Figure 1. Sequential cells colored by netlist name.
Other sequential cells in the stronger gray, the rest of the logic in the fainter gray.
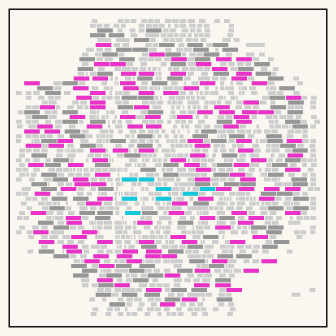
Figure 2. Track usage over the die.
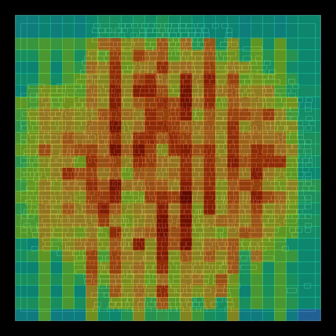
### src/rtl/ffnn_weight_bank_pkg.sv
// Shared constants for the FFNN layer weight bank: register offsets, bit positions,
// commit FSM state type and the index-width helper.
package ffnn_weight_pkg;

    localparam int WEIGHT_W_DEFAULT = 17;
    localparam int COMMIT_CNT_W     = 8;

    localparam logic [1:0] CTRL_OFS   = 2'd0;
    localparam logic [1:0] STATUS_OFS = 2'd1;
    localparam logic [1:0] IRQ_EN_OFS = 2'd2;

    localparam int CTRL_COMMIT_BIT    = 0;
    localparam int CTRL_RD_ACTIVE_BIT = 1;
    localparam int CTRL_ABORT_BIT     = 2;

    localparam int STATUS_PENDING_BIT = 0;
    localparam int STATUS_IRQ_BIT     = 1;
    localparam int STATUS_VALID_BIT   = 2;
    localparam int STATUS_CNT_LSB     = 8;

    typedef enum logic {
        ST_IDLE    = 1'b0,
        ST_PENDING = 1'b1
    } commit_state_t;

    // A single-weight bank still needs one index bit on the bus.
    function automatic int idx_width(input int n);
        return (n > 1) ? $clog2(n) : 1;
    endfunction

endpackage

### src/rtl/ffnn_weight_bank_if.sv
// Avalon-MM slave bus between the layer controller and the weight bank.
interface ffnn_weight_bank_if #(
    parameter int NUM_WEIGHTS = 8
);
    import ffnn_weight_pkg::*;

    localparam int IDX_W = idx_width(NUM_WEIGHTS);

    logic [IDX_W:0] address;
    logic           chipselect;
    logic           write_n;
    logic [31:0]    writedata;
    logic [31:0]    readdata;

    modport master (
        output address, chipselect, write_n, writedata,
        input  readdata
    );

    modport slave (
        input  address, chipselect, write_n, writedata,
        output readdata
    );

endinterface

### src/rtl/ffnn_weight_bank_ctrl.sv
// Commit sequencer for the weight bank: pending request, copy strobe, commit counter
// and, with FFNN_WEIGHT_BANK_IRQ_EN defined, the interrupt flag/enable.
//
// state      | meaning
// -----------+----------------------------------------------------------
// ST_IDLE    | no commit requested
// ST_PENDING | commit requested, copy fires on first edge with busy low
module ffnn_weight_bank_ctrl
    import ffnn_weight_pkg::*;
(
    input  logic                    clk,
    input  logic                    reset_n,
    input  logic                    layer_busy_i,
    input  logic                    ctrl_wr_i,
    input  logic                    commit_bit_i,
    input  logic                    abort_bit_i,
`ifdef FFNN_WEIGHT_BANK_IRQ_EN
    input  logic                    status_wr_i,
    input  logic                    irq_clr_bit_i,
    input  logic                    irq_en_wr_i,
    input  logic                    irq_en_bit_i,
    output logic                    irq_o,
`endif
    output logic                    copy_o,
    output logic                    pending_o,
    output logic                    weights_valid_o,
    output logic                    commit_done_o,
    output logic [COMMIT_CNT_W-1:0] commit_count_o,
    output logic                    irq_flag_o,
    output logic                    irq_en_o
);

    commit_state_t             state_q;
    logic                      weights_valid_q;
    logic                      commit_done_q;
    logic [COMMIT_CNT_W-1:0]   commit_count_q;
    logic                      commit_req;
    logic                      abort_req;

    assign commit_req = ctrl_wr_i & commit_bit_i & ~abort_bit_i;
    assign abort_req  = ctrl_wr_i & abort_bit_i;
    assign copy_o     = (state_q == ST_PENDING) & ~layer_busy_i;

    always_ff @(posedge clk or negedge reset_n) begin
        if (!reset_n) begin
            state_q         <= ST_IDLE;
            weights_valid_q <= 1'b0;
            commit_done_q   <= 1'b0;
            commit_count_q  <= '0;
        end else begin
            commit_done_q <= copy_o;
            if (copy_o) begin
                weights_valid_q <= 1'b1;
                commit_count_q  <= commit_count_q + COMMIT_CNT_W'(1);
            end
            case (state_q)
                ST_IDLE: begin
                    if (commit_req) state_q <= ST_PENDING;
                end
                ST_PENDING: begin
                    // A COMMIT landing on the copy edge queues a second copy.
                    if (copy_o)         state_q <= commit_req ? ST_PENDING : ST_IDLE;
                    else if (abort_req) state_q <= ST_IDLE;
                end
            endcase
        end
    end

    assign pending_o       = (state_q == ST_PENDING);
    assign weights_valid_o = weights_valid_q;
    assign commit_done_o   = commit_done_q;
    assign commit_count_o  = commit_count_q;

`ifdef FFNN_WEIGHT_BANK_IRQ_EN
    logic irq_flag_q, irq_flag_d;
    logic irq_en_q, irq_en_d;
    logic irq_q;

    always_comb begin
        irq_en_d = irq_en_q;
        if (irq_en_wr_i) irq_en_d = irq_en_bit_i;
        irq_flag_d = irq_flag_q;
        if (status_wr_i && irq_clr_bit_i) irq_flag_d = 1'b0;
        if (copy_o) irq_flag_d = 1'b1;
    end

    always_ff @(posedge clk or negedge reset_n) begin
        if (!reset_n) begin
            irq_flag_q <= 1'b0;
            irq_en_q   <= 1'b0;
            irq_q      <= 1'b0;
        end else begin
            irq_flag_q <= irq_flag_d;
            irq_en_q   <= irq_en_d;
            irq_q      <= irq_flag_d & irq_en_d;
        end
    end

    assign irq_flag_o = irq_flag_q;
    assign irq_en_o   = irq_en_q;
    assign irq_o      = irq_q;
`else
    assign irq_flag_o = 1'b0;
    assign irq_en_o   = 1'b0;
`endif

endmodule

### src/rtl/ffnn_weight_bank.sv
// Double-buffered FFNN layer weight store on an Avalon-MM slave: shadow/active banks,
// address decode and read mux. Define FFNN_WEIGHT_BANK_IRQ_EN to add the irq output.
module ffnn_weight_bank
    import ffnn_weight_pkg::*;
#(
    parameter int WEIGHT_W    = WEIGHT_W_DEFAULT,
    parameter int NUM_WEIGHTS = 8
) (
    input  logic                            clk,
    input  logic                            reset_n,
    ffnn_weight_bank_if.slave               bus,
    input  logic                            layer_busy,
`ifdef FFNN_WEIGHT_BANK_IRQ_EN
    output logic                            irq,
`endif
    output logic [NUM_WEIGHTS*WEIGHT_W-1:0] weights_out,
    output logic                            weights_valid,
    output logic                            commit_done
);

    localparam int             IDX_W         = idx_width(NUM_WEIGHTS);
    localparam logic [IDX_W:0] NUM_WEIGHTS_L = (IDX_W+1)'(NUM_WEIGHTS);

    logic [WEIGHT_W-1:0]     shadow_q [NUM_WEIGHTS];
    logic [WEIGHT_W-1:0]     active_q [NUM_WEIGHTS];
    logic                    rd_active_q;

    logic                    is_ctrl;
    logic [IDX_W-1:0]        idx;
    logic [1:0]              ofs;
    logic                    idx_ok;
    logic                    wr_en;
    logic                    wr_weight;
    logic                    wr_ctrl;

    logic                    copy;
    logic                    pending;
    logic [COMMIT_CNT_W-1:0] commit_count;
    logic                    irq_flag;
    logic                    irq_en;

    logic signed [WEIGHT_W-1:0] rd_weight;
    logic [31:0]                status;
    logic [31:0]                readdata_d;
    logic                       unused_wdata;

    assign is_ctrl   = bus.address[IDX_W];
    assign idx       = bus.address[IDX_W-1:0];
    assign ofs       = 2'(bus.address[IDX_W-1:0]);
    assign idx_ok    = {1'b0, idx} < NUM_WEIGHTS_L;
    assign wr_en     = bus.chipselect & ~bus.write_n;
    assign wr_weight = wr_en & ~is_ctrl & idx_ok;
    assign wr_ctrl   = wr_en & is_ctrl & (ofs == CTRL_OFS);

    assign unused_wdata = ^bus.writedata;

`ifdef FFNN_WEIGHT_BANK_IRQ_EN
    logic wr_status;
    logic wr_irq_en;

    assign wr_status = wr_en & is_ctrl & (ofs == STATUS_OFS);
    assign wr_irq_en = wr_en & is_ctrl & (ofs == IRQ_EN_OFS);
`endif

    ffnn_weight_bank_ctrl u_ctrl (
        .clk             (clk),
        .reset_n         (reset_n),
        .layer_busy_i    (layer_busy),
        .ctrl_wr_i       (wr_ctrl),
        .commit_bit_i    (bus.writedata[CTRL_COMMIT_BIT]),
        .abort_bit_i     (bus.writedata[CTRL_ABORT_BIT]),
`ifdef FFNN_WEIGHT_BANK_IRQ_EN
        .status_wr_i     (wr_status),
        .irq_clr_bit_i   (bus.writedata[STATUS_IRQ_BIT]),
        .irq_en_wr_i     (wr_irq_en),
        .irq_en_bit_i    (bus.writedata[0]),
        .irq_o           (irq),
`endif
        .copy_o          (copy),
        .pending_o       (pending),
        .weights_valid_o (weights_valid),
        .commit_done_o   (commit_done),
        .commit_count_o  (commit_count),
        .irq_flag_o      (irq_flag),
        .irq_en_o        (irq_en)
    );

    // Non-blocking copy reads the pre-write shadow when a write shares the copy edge.
    always_ff @(posedge clk or negedge reset_n) begin
        if (!reset_n) begin
            for (int i = 0; i < NUM_WEIGHTS; i++) begin
                shadow_q[i] <= '0;
                active_q[i] <= '0;
            end
            rd_active_q <= 1'b0;
        end else begin
            if (copy) begin
                for (int i = 0; i < NUM_WEIGHTS; i++) active_q[i] <= shadow_q[i];
            end
            if (wr_weight) shadow_q[idx] <= bus.writedata[WEIGHT_W-1:0];
            if (wr_ctrl)   rd_active_q   <= bus.writedata[CTRL_RD_ACTIVE_BIT];
        end
    end

    for (genvar g = 0; g < NUM_WEIGHTS; g++) begin : g_out
        assign weights_out[g*WEIGHT_W +: WEIGHT_W] = active_q[g];
    end

    always_comb begin
        status                                      = '0;
        status[STATUS_PENDING_BIT]                  = pending;
        status[STATUS_IRQ_BIT]                      = irq_flag;
        status[STATUS_VALID_BIT]                    = weights_valid;
        status[STATUS_CNT_LSB +: COMMIT_CNT_W]      = commit_count;
    end

    always_comb begin
        readdata_d = '0;
        rd_weight  = '0;
        if (!is_ctrl) begin
            if (idx_ok) begin
                rd_weight  = rd_active_q ? active_q[idx] : shadow_q[idx];
                readdata_d = 32'(rd_weight);
            end
        end else begin
            case (ofs)
                CTRL_OFS:   readdata_d[CTRL_RD_ACTIVE_BIT] = rd_active_q;
                STATUS_OFS: readdata_d = status;
                IRQ_EN_OFS: readdata_d[0] = irq_en;
                default:    readdata_d = '0;
            endcase
        end
    end

    assign bus.readdata = readdata_d;

endmodule

### src/flat_wrapper.sv
// flat-port wrapper written by rule: the top's interface ports become plain ports
module ffnn_weight_bank_flat import ffnn_weight_pkg::*;
#(
    parameter int WEIGHT_W    = WEIGHT_W_DEFAULT,
    parameter int NUM_WEIGHTS = 8
)
  (clk, reset_n, layer_busy, weights_out, weights_valid, commit_done, bus_address, bus_chipselect, bus_write_n, bus_writedata, bus_readdata);
  ffnn_weight_bank_if #(.NUM_WEIGHTS(NUM_WEIGHTS)) bus_i ();
  input  logic clk;
  input  logic reset_n;
  input  logic layer_busy;
  output logic [NUM_WEIGHTS*WEIGHT_W-1:0] weights_out;
  output logic weights_valid;
  output logic commit_done;
  input wire logic [$bits(bus_i.address)-1:0] bus_address;
  input wire logic [$bits(bus_i.chipselect)-1:0] bus_chipselect;
  input wire logic [$bits(bus_i.write_n)-1:0] bus_write_n;
  input wire logic [$bits(bus_i.writedata)-1:0] bus_writedata;
  output wire logic [$bits(bus_i.readdata)-1:0] bus_readdata;
  assign bus_i.address = bus_address;
  assign bus_i.chipselect = bus_chipselect;
  assign bus_i.write_n = bus_write_n;
  assign bus_i.writedata = bus_writedata;
  assign bus_readdata = bus_i.readdata;
  ffnn_weight_bank #(.WEIGHT_W(WEIGHT_W), .NUM_WEIGHTS(NUM_WEIGHTS)) u_core (.clk(clk), .reset_n(reset_n), .bus(bus_i), .layer_busy(layer_busy), .weights_out(weights_out), .weights_valid(weights_valid), .commit_done(commit_done));
endmodule
### config.mk
export PLATFORM = sky130hd
export DESIGN_NAME = ffnn_weight_bank_flat
export DESIGN_NICKNAME = d
export VERILOG_FILES = /design/src/rtl/ffnn_weight_bank_pkg.sv /design/src/rtl/ffnn_weight_bank_if.sv /design/src/rtl/ffnn_weight_bank_ctrl.sv /design/src/rtl/ffnn_weight_bank.sv /design/src/flat_wrapper.sv
export SDC_FILE = /design/constraint.sdc
export NUM_CORES = 1
export LEC_CHECK = 0
export CAP_MARGIN = 5
export CORE_MARGIN = 3
export CORE_UTILIZATION = 45
export CTS_BUF_LIST = sky130_fd_sc_hd__clkbuf_8
export CTS_CLUSTER_SIZE = 14
export DETAILED_ROUTE_END_ITERATION = 8
export PLACE_DENSITY = 0.75
export SETUP_SLACK_MARGIN = 0.5
export SLEW_MARGIN = 40
export SYNTH_ARGS = -nofsm -noshare
export SYNTH_HDL_FRONTEND = slang
export SYNTH_HIERARCHICAL = 1
export SYNTH_SLANG_ARGS = --single-unit
### constraint.sdc
create_clock -name clk -period 3 [get_ports clk]
set_input_delay 0.3 -clock clk [delete_from_list [all_inputs] [get_ports clk]]
set_output_delay 0.3 -clock clk [all_outputs]
set_load 0.01 [all_outputs]
==> impl_metrics.toml <==
# flow metrics
[sta]
finalClockPeriodUsage = 0.873
worstMarginPinSlew_ns = 0.705
hold_viol_final = 0
clock_skew_ns = 0.0152

[floorplanning]
fp_util = 0.462
io-pin-count = 211

[yosys]
top_cells_by_area = "dfrtp_1 (53%), mux2_2 (22%), mux2_1 (4.3%)"
edf_count = 0
synth_area_leader_cell = "dfrtp_1"
async_flop_share = 1.00
synth_area_um2 = 13400
ys_seq_elements = 284
synth_seq_share = 0.528

[layout]
mostFrequentLayoutCell = "dfrtp_1"
area_growth_pct = 28.5
drive_gt1_frac = 0.382

[status]
status = "finished, final reports clean"

[clocking]
cts_root_buf = "clkbuf_8"
post_cts_buffers = 10
cts_hold_buf = 1
cts_buffer_depth = 3
insertion_delay_ns = 0.56
cts_max_level = 2

[worst_setup_path]
path_common_cell = "buf_6"
cp_num_cells = 8
r2r_start = "u_core/u_ctrl/pending_o"
cp_cell_sequence = "mux2_4, a221oi_2, o211ai_1, o31ai_2, nor2_4, buf_6, buf_6, dlygate4sd2_1"

[placed_design]
dp_hpwl_mm = 26.4
dp_slack_ns = 0.0340

[route]
vias_per_cell = 5.86
wl_per_cell_um = 24.7

[power]
power_density_nw_per_um2 = 635
power_mw = 11.0

[worst_hold_path]
hold_path.class = "primary input to async pin"
Back to the opening pictures, Figure 1:
legend:
  u_core/u_ctrl/commit_count_o:
    color: cyan
    placed_flops: 8
    where: middle
  u_core/shadow_q:
    color: magenta
    placed_flops: 136
not colored: 140

Back to the opening pictures, Figure 2:
GR Util met1: 0.331
grt met3 use: 0.0515
Most Crowded Layer GR: met2

final cells by class:
class | instances | share of cell area
Clock buffer | 59 | 0.0470
Clock inverter | 23 | 0.00673
Inverter | 3 | 0.000652
Multi-Input combinational cell | 625 | 0.345
Sequential cell | 284 | 0.411
Tap cell | 384 | 0.0278
Timing Repair Buffer | 282 | 0.161
report_power, final:
part / leakage [nW] / total [mW] / internal, mW / switching [mW]
Combinational: 3.71 / 2.55 / 1.46 / 1.09
Sequential: 3.75 / 5.08 / 4.48 / 0.599
Clock: 0.551 / 3.34 / 1.84 / 1.50
Total: 8.01 / 11.0 / 7.78 / 3.19
routing by layer:
metal,global-route usage,up-vias,share of wire
met5,0,-,0
met4,0.0903,0,0.033
met3,0.0515,102,0.071
met2,0.411,450,0.48
met1,0.331,4965,0.42
li1,-,4207,-
Power figures rest on the tool's default switching activity, not on a simulated workload.
